### src/rtl/icache.sv
// Direct-mapped read-only instruction cache with single-word refill over the iREN/iwait port.
// Optional hit/miss counters are built in when ICACHE_STATS_EN is defined.
module icache #(
  parameter int SETS = 16
) (
  input  logic        CLK,
  input  logic        RST,
  input  logic        imemREN,
  input  logic [31:0] imemaddr,
  output logic        ihit,
  output logic [31:0] imemload,
  output logic        iREN,
  output logic [31:0] iaddr,
  input  logic        iwait,
  input  logic [31:0] iload
`ifdef ICACHE_STATS_EN
  ,
  output logic [31:0] hit_cnt,
  output logic [31:0] miss_cnt
`endif
);

  localparam int IDX_W = $clog2(SETS);
  localparam int TAG_W = 30 - IDX_W;

  typedef enum logic {IDLE, FETCH} state_t;

  state_t             state, next_state;
  logic [31:2]        miss_word;
  logic [SETS-1:0]    valid;
  logic [TAG_W-1:0]   tags [SETS];
  logic [31:0]        data [SETS];

  logic [IDX_W-1:0]   req_idx, fill_idx;
  logic [TAG_W-1:0]   req_tag, fill_tag;
  logic               lookup_hit;
  logic               miss;
  logic               fill;
  logic               unused_offset;

  assign req_idx       = imemaddr[IDX_W+1:2];
  assign req_tag       = imemaddr[31:IDX_W+2];
  assign fill_idx      = miss_word[IDX_W+1:2];
  assign fill_tag      = miss_word[31:IDX_W+2];
  assign unused_offset = ^imemaddr[1:0];

  assign lookup_hit = imemREN & valid[req_idx] & (tags[req_idx] == req_tag);
  assign imemload   = data[req_idx];
  // iaddr comes only from the latched miss address, never from imemaddr.
  assign iaddr      = {miss_word, 2'b00};

  always_comb begin
    // NOTE: every output of this block gets a default first so no path leaves it unassigned (no latch).
    next_state = state;
    ihit       = 1'b0;
    iREN       = 1'b0;
    miss       = 1'b0;
    fill       = 1'b0;
    unique case (state)
      IDLE: begin
        ihit = lookup_hit;
        if (imemREN && !lookup_hit) begin
          miss       = 1'b1;
          next_state = FETCH;
        end
      end
      FETCH: begin
        iREN = 1'b1;
        if (!iwait) begin
          fill       = 1'b1;
          next_state = IDLE;
        end
      end
      default: next_state = IDLE;
    endcase
  end

  always_ff @(posedge CLK) begin
    // NOTE: state registers use non-blocking assignments so all flops update from pre-edge values.
    if (RST) begin
      state     <= IDLE;
      valid     <= '0;
      miss_word <= '0;
    end else begin
      state <= next_state;
      if (miss)
        miss_word <= imemaddr[31:2];
      if (fill)
        valid[fill_idx] <= 1'b1;
    end
  end

  always_ff @(posedge CLK) begin
    // NOTE: tag/data arrays have no reset; valid alone qualifies them, keeping them plain RAM.
    if (!RST && fill) begin
      tags[fill_idx] <= fill_tag;
      data[fill_idx] <= iload;
    end
  end

`ifdef ICACHE_STATS_EN
  always_ff @(posedge CLK) begin
    if (RST) begin
      hit_cnt  <= '0;
      miss_cnt <= '0;
    end else begin
      if (ihit)
        hit_cnt <= hit_cnt + 32'd1;
      if (miss)
        miss_cnt <= miss_cnt + 32'd1;
    end
  end
`endif

endmodule

### config.mk
export PLATFORM = sky130hd
export DESIGN_NAME = icache
export DESIGN_NICKNAME = d
export VERILOG_FILES = /design/src/rtl/icache.sv
export SDC_FILE = /design/constraint.sdc
export NUM_CORES = 1
export LEC_CHECK = 0
export CORE_ASPECT_RATIO = 1.5
export CORE_MARGIN = 10
export CORE_UTILIZATION = 55
export CTS_CLUSTER_DIAMETER = 200
export DETAILED_ROUTE_END_ITERATION = 8
export HOLD_SLACK_MARGIN = 0.03
export PLACE_DENSITY = 0.81
export REMOVE_ABC_BUFFERS = 1
export SYNTH_ARGS = -nofsm -noshare
export SYNTH_HDL_FRONTEND = slang
export SYNTH_SLANG_ARGS = --single-unit
### constraint.sdc
create_clock -name CLK -period 17.85 [get_ports CLK]
set_clock_uncertainty 0.15 [all_clocks]
set_input_delay 2.6775 -clock CLK [delete_from_list [all_inputs] [get_ports CLK]]
set_output_delay 2.6775 -clock CLK [all_outputs]
set_load 0.03 [all_outputs]
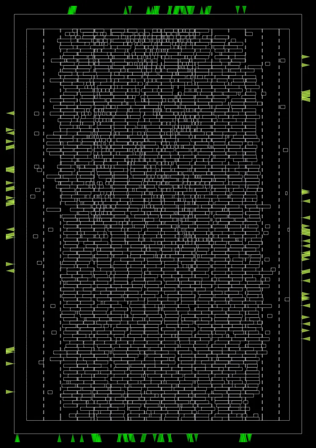
Fig. 1. Cell outlines without signal wires.
Taps Inserted: 900
FILL cells: 4345
Core Util, Final: 62.34%
total number of placement rows: 118

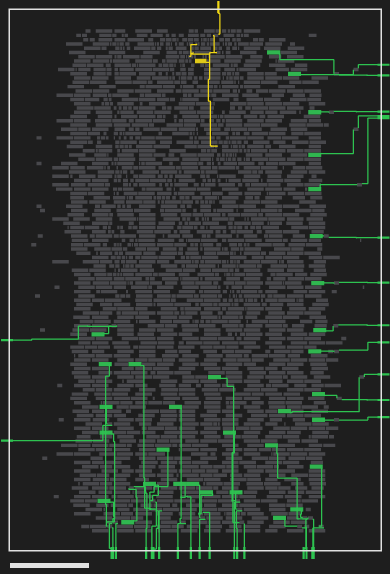
Fig. 2. Wires at chosen ports, followed through buffers.
Scale bar: 50 um.
Yellow stands for iREN, direction output, edge top, end cells 1, buffers 1, wire 128 um. Green stands for imemload, direction output, edge 18 bottom, 12 right, 2 left, end cells 32, buffers 32, wire 2030 um.

==> run summary <==
Results of the implementation run.

The flow ran to the end, and the final reports show no timing, DRC or antenna violations. Grouping non-sequential cells by family puts the most area in multiplexers. The post-synthesis chip area from yosys is between 0.03 and 0.04 mm2. For this design, Yosys synthesis ends with a cell count of around 1800. Per the CTS log, the buffer count on the longest clock path is 3. The total power density per cell area is ~110 mW/mm2. The count of multi-input combinational gates is between 700 and 800. In this run the tightest slew margin relative to its limit is between 20% and 30%. The number of synthesis warnings is 0.

The fraction of area in multi-input gates is around a fifth. The total placed cells including tap cells is between 2000 and 3000. The reported max-cap violation count came out at 0. The and-or/or-and share of the synthesized area came out at under 10%. The maximum number of pins on one net before global-route repair came out at between 90 and 100. The highest net fanout along the worst path came out at 90. The first detailed-routing pass ran for 6 iterations. Setup repair after global routing left no endpoint under its margin.

The total negative slack is 0 ps. The type recorded for the worst min-delay path is register to register. The cell area after placement came out at 0.04056 mm2. The detailed-placement wirelength estimate is between 40000 and 50000 um. The leakage power in the latest report is ~14 nW. Summing the areas of all and, or, nand and nor instances in the mapped netlist gives ~2.8% of the synthesized area. The tree is rooted in a clkbuf_16. The xor/xnor cell area share of the yosys netlist came out at less than 1%. The setup slack after placement came out at just under 7000 ps. The number of antenna violations at the first check in global routing is 9. The post-route cell area came out at 0.04317 mm2.

The critical path starts at imemaddr[3]. The layout report lists the multi-input gate area as about 0.009 mm2. TritonCTS built the clock tree.

The total number of vias is ~19000. A synthesized cell averages approximately 21 um2. Per STA, the worst path is made up of buf_8 > buf_4 > buf_4 > mux4_2 > nor2b_1 > a211oi_1 > xnor2_1 > nand4_1 > or3_2 > nor4_1 > clkdlybuf4s50_1. In the layout the commonest cells are edfxtp_1 (928), mux4_2 (232), clkdlybuf4s50_1 (124), clkbuf_16 (83), mux2i_1 (60). The via count of the first global-routing pass is between 20000 and 25000. The number of distinct library cells after synthesis is 70. The launch point of the worst register-to-register path is recorded as tags[1][2].

The post-cts sizing count is 0. The total clock sinks came out at 975. The non-clock buffer contribution to total cell area came out at 3.664%. The worst path needs between 10000 and 15000 ps of the cycle, external delays included. The adder-cell share of the synthesized area came out at 0%. The number of clock buffer instances in the layout came out at roughly 98.

The number of nets in the final layout came out at around 2000. The number of flip-flops and latches in the synthesized netlist is slightly below 1000. Looking at the critical path, the single cell with the biggest stage delay is buf_4. The final timing report gives a worst setup slack of 6764 ps. The overall die area came out at between 0.08 and 0.09 mm2. In the synthesized netlist, the cells that appear most often are edfxtp_1 (928), mux4_2 (232), mux2i_1 (60). The count of library flops with an enable pin came out at a little over 900. The highest supply drop recorded on VDD is roughly 0.000065 V. The most instantiated logic cell after routing is edfxtp_1. The number of cells produced by synthesis is 1800. The critical path buffer and inverter count is 4.

The worst hold slack across all endpoints is between 300 and 400 ps. The tally of OpenROAD warnings came out at 27. For reference, the final report shows the hold violation count at 0. The post-synthesis instance area is a little under 0.04 mm2. The die outline width is around 240 um.

The post-layout total power came out at roughly 4.6 mW. The area growth from synthesis to layout is 12.20%. The all-layer global routing usage is ~23%. The critical path class is primary input to output pin. The part of the Yosys area used for sequential elements is approximately 75%. The skew report gives the latency at the later pin of the worst-skew pair as a little over 600 ps. Broken down by cell family, the worst path's largest delay share belongs to buffers and inverters. The sequential cell count of the final layout is slightly below 1000. The final layout contains routed wiring with a total length of 92580 um.

The number of standard cells in the layout, taps in and fillers out came out at just under 3000. For this run, the leading register cell type out of synthesis is edfxtp_1. The area share of the largest cell type after synthesis is approximately 72%. Counting the buffers created by CTS gives around 79. The core utilization before placement came out at between 50% and 60%. The number of hold buffers added after cts is 0. The layout inverter count without the clock tree is 5. The clock-pin slew on the worst setup and hold paths is ~60 ps. The clock distribution area overhead in the final layout is ~6%. The delay of the slowest critical-path stage is 840 ps. The sequential cell area share came out at between 60% and 70%. The largest cell class by area is sequential cells. The number of buffers other than clock buffers in the final layout came out at 168. The detailed router's first-iteration violation count is ~2600. The final global-route overflow total is 0. The total number of H-tree levels is 3.
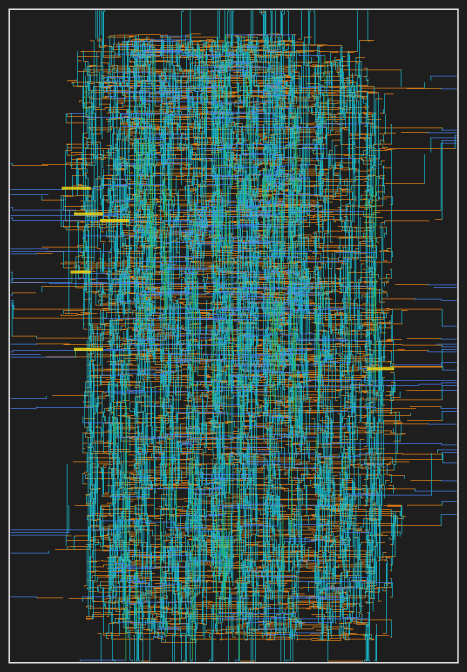
Fig. 3. Metal layers overlaid.
Green stands for metal 4, wire length 3410 um. Cyan stands for metal 2, wire length 49.5 mm. Blue stands for metal 3, wire length 8050 um. Orange stands for metal 1, wire length 31.6 mm. Yellow stands for metal 5, wire length 77.3 um.

-- registers in the layout, indices dropped and copies added (netlist names) --
| name | count |
|---|---|
| data | 512 |
| state | 1 |
| tags | 416 |
| miss_word | 30 |
| valid | 16 |
-- metal layers --
layer  GRT usage (%)  part of all wire [%]  vias up
met4           10.05                   3.7       12
li1                -                     -     7912
met5               0                 0.083        -
met1           26.63                    34    10092
met3           4.013                   8.7      229
met2           40.01                    53     1203
-- power by group --
part | switching (mW) | leakage (nW) | internal (mW)
Clock | 0.783 | 1.27 | 0.983
Combinational | 0.168 | 3.58 | 0.123
Sequential | 0.0369 | 8.83 | 2.53
Total | 0.988 | 13.7 | 3.64
-- worst paths after layout --
kind,endpoint,cells past startpoint
setup / recovery,ihit,11
hold / removal,valid[3],1
setup reg to reg,miss_word[22],9
hold reg to reg,valid[3],1
Power figures rest on the tool's default switching activity, not on a simulated workload.
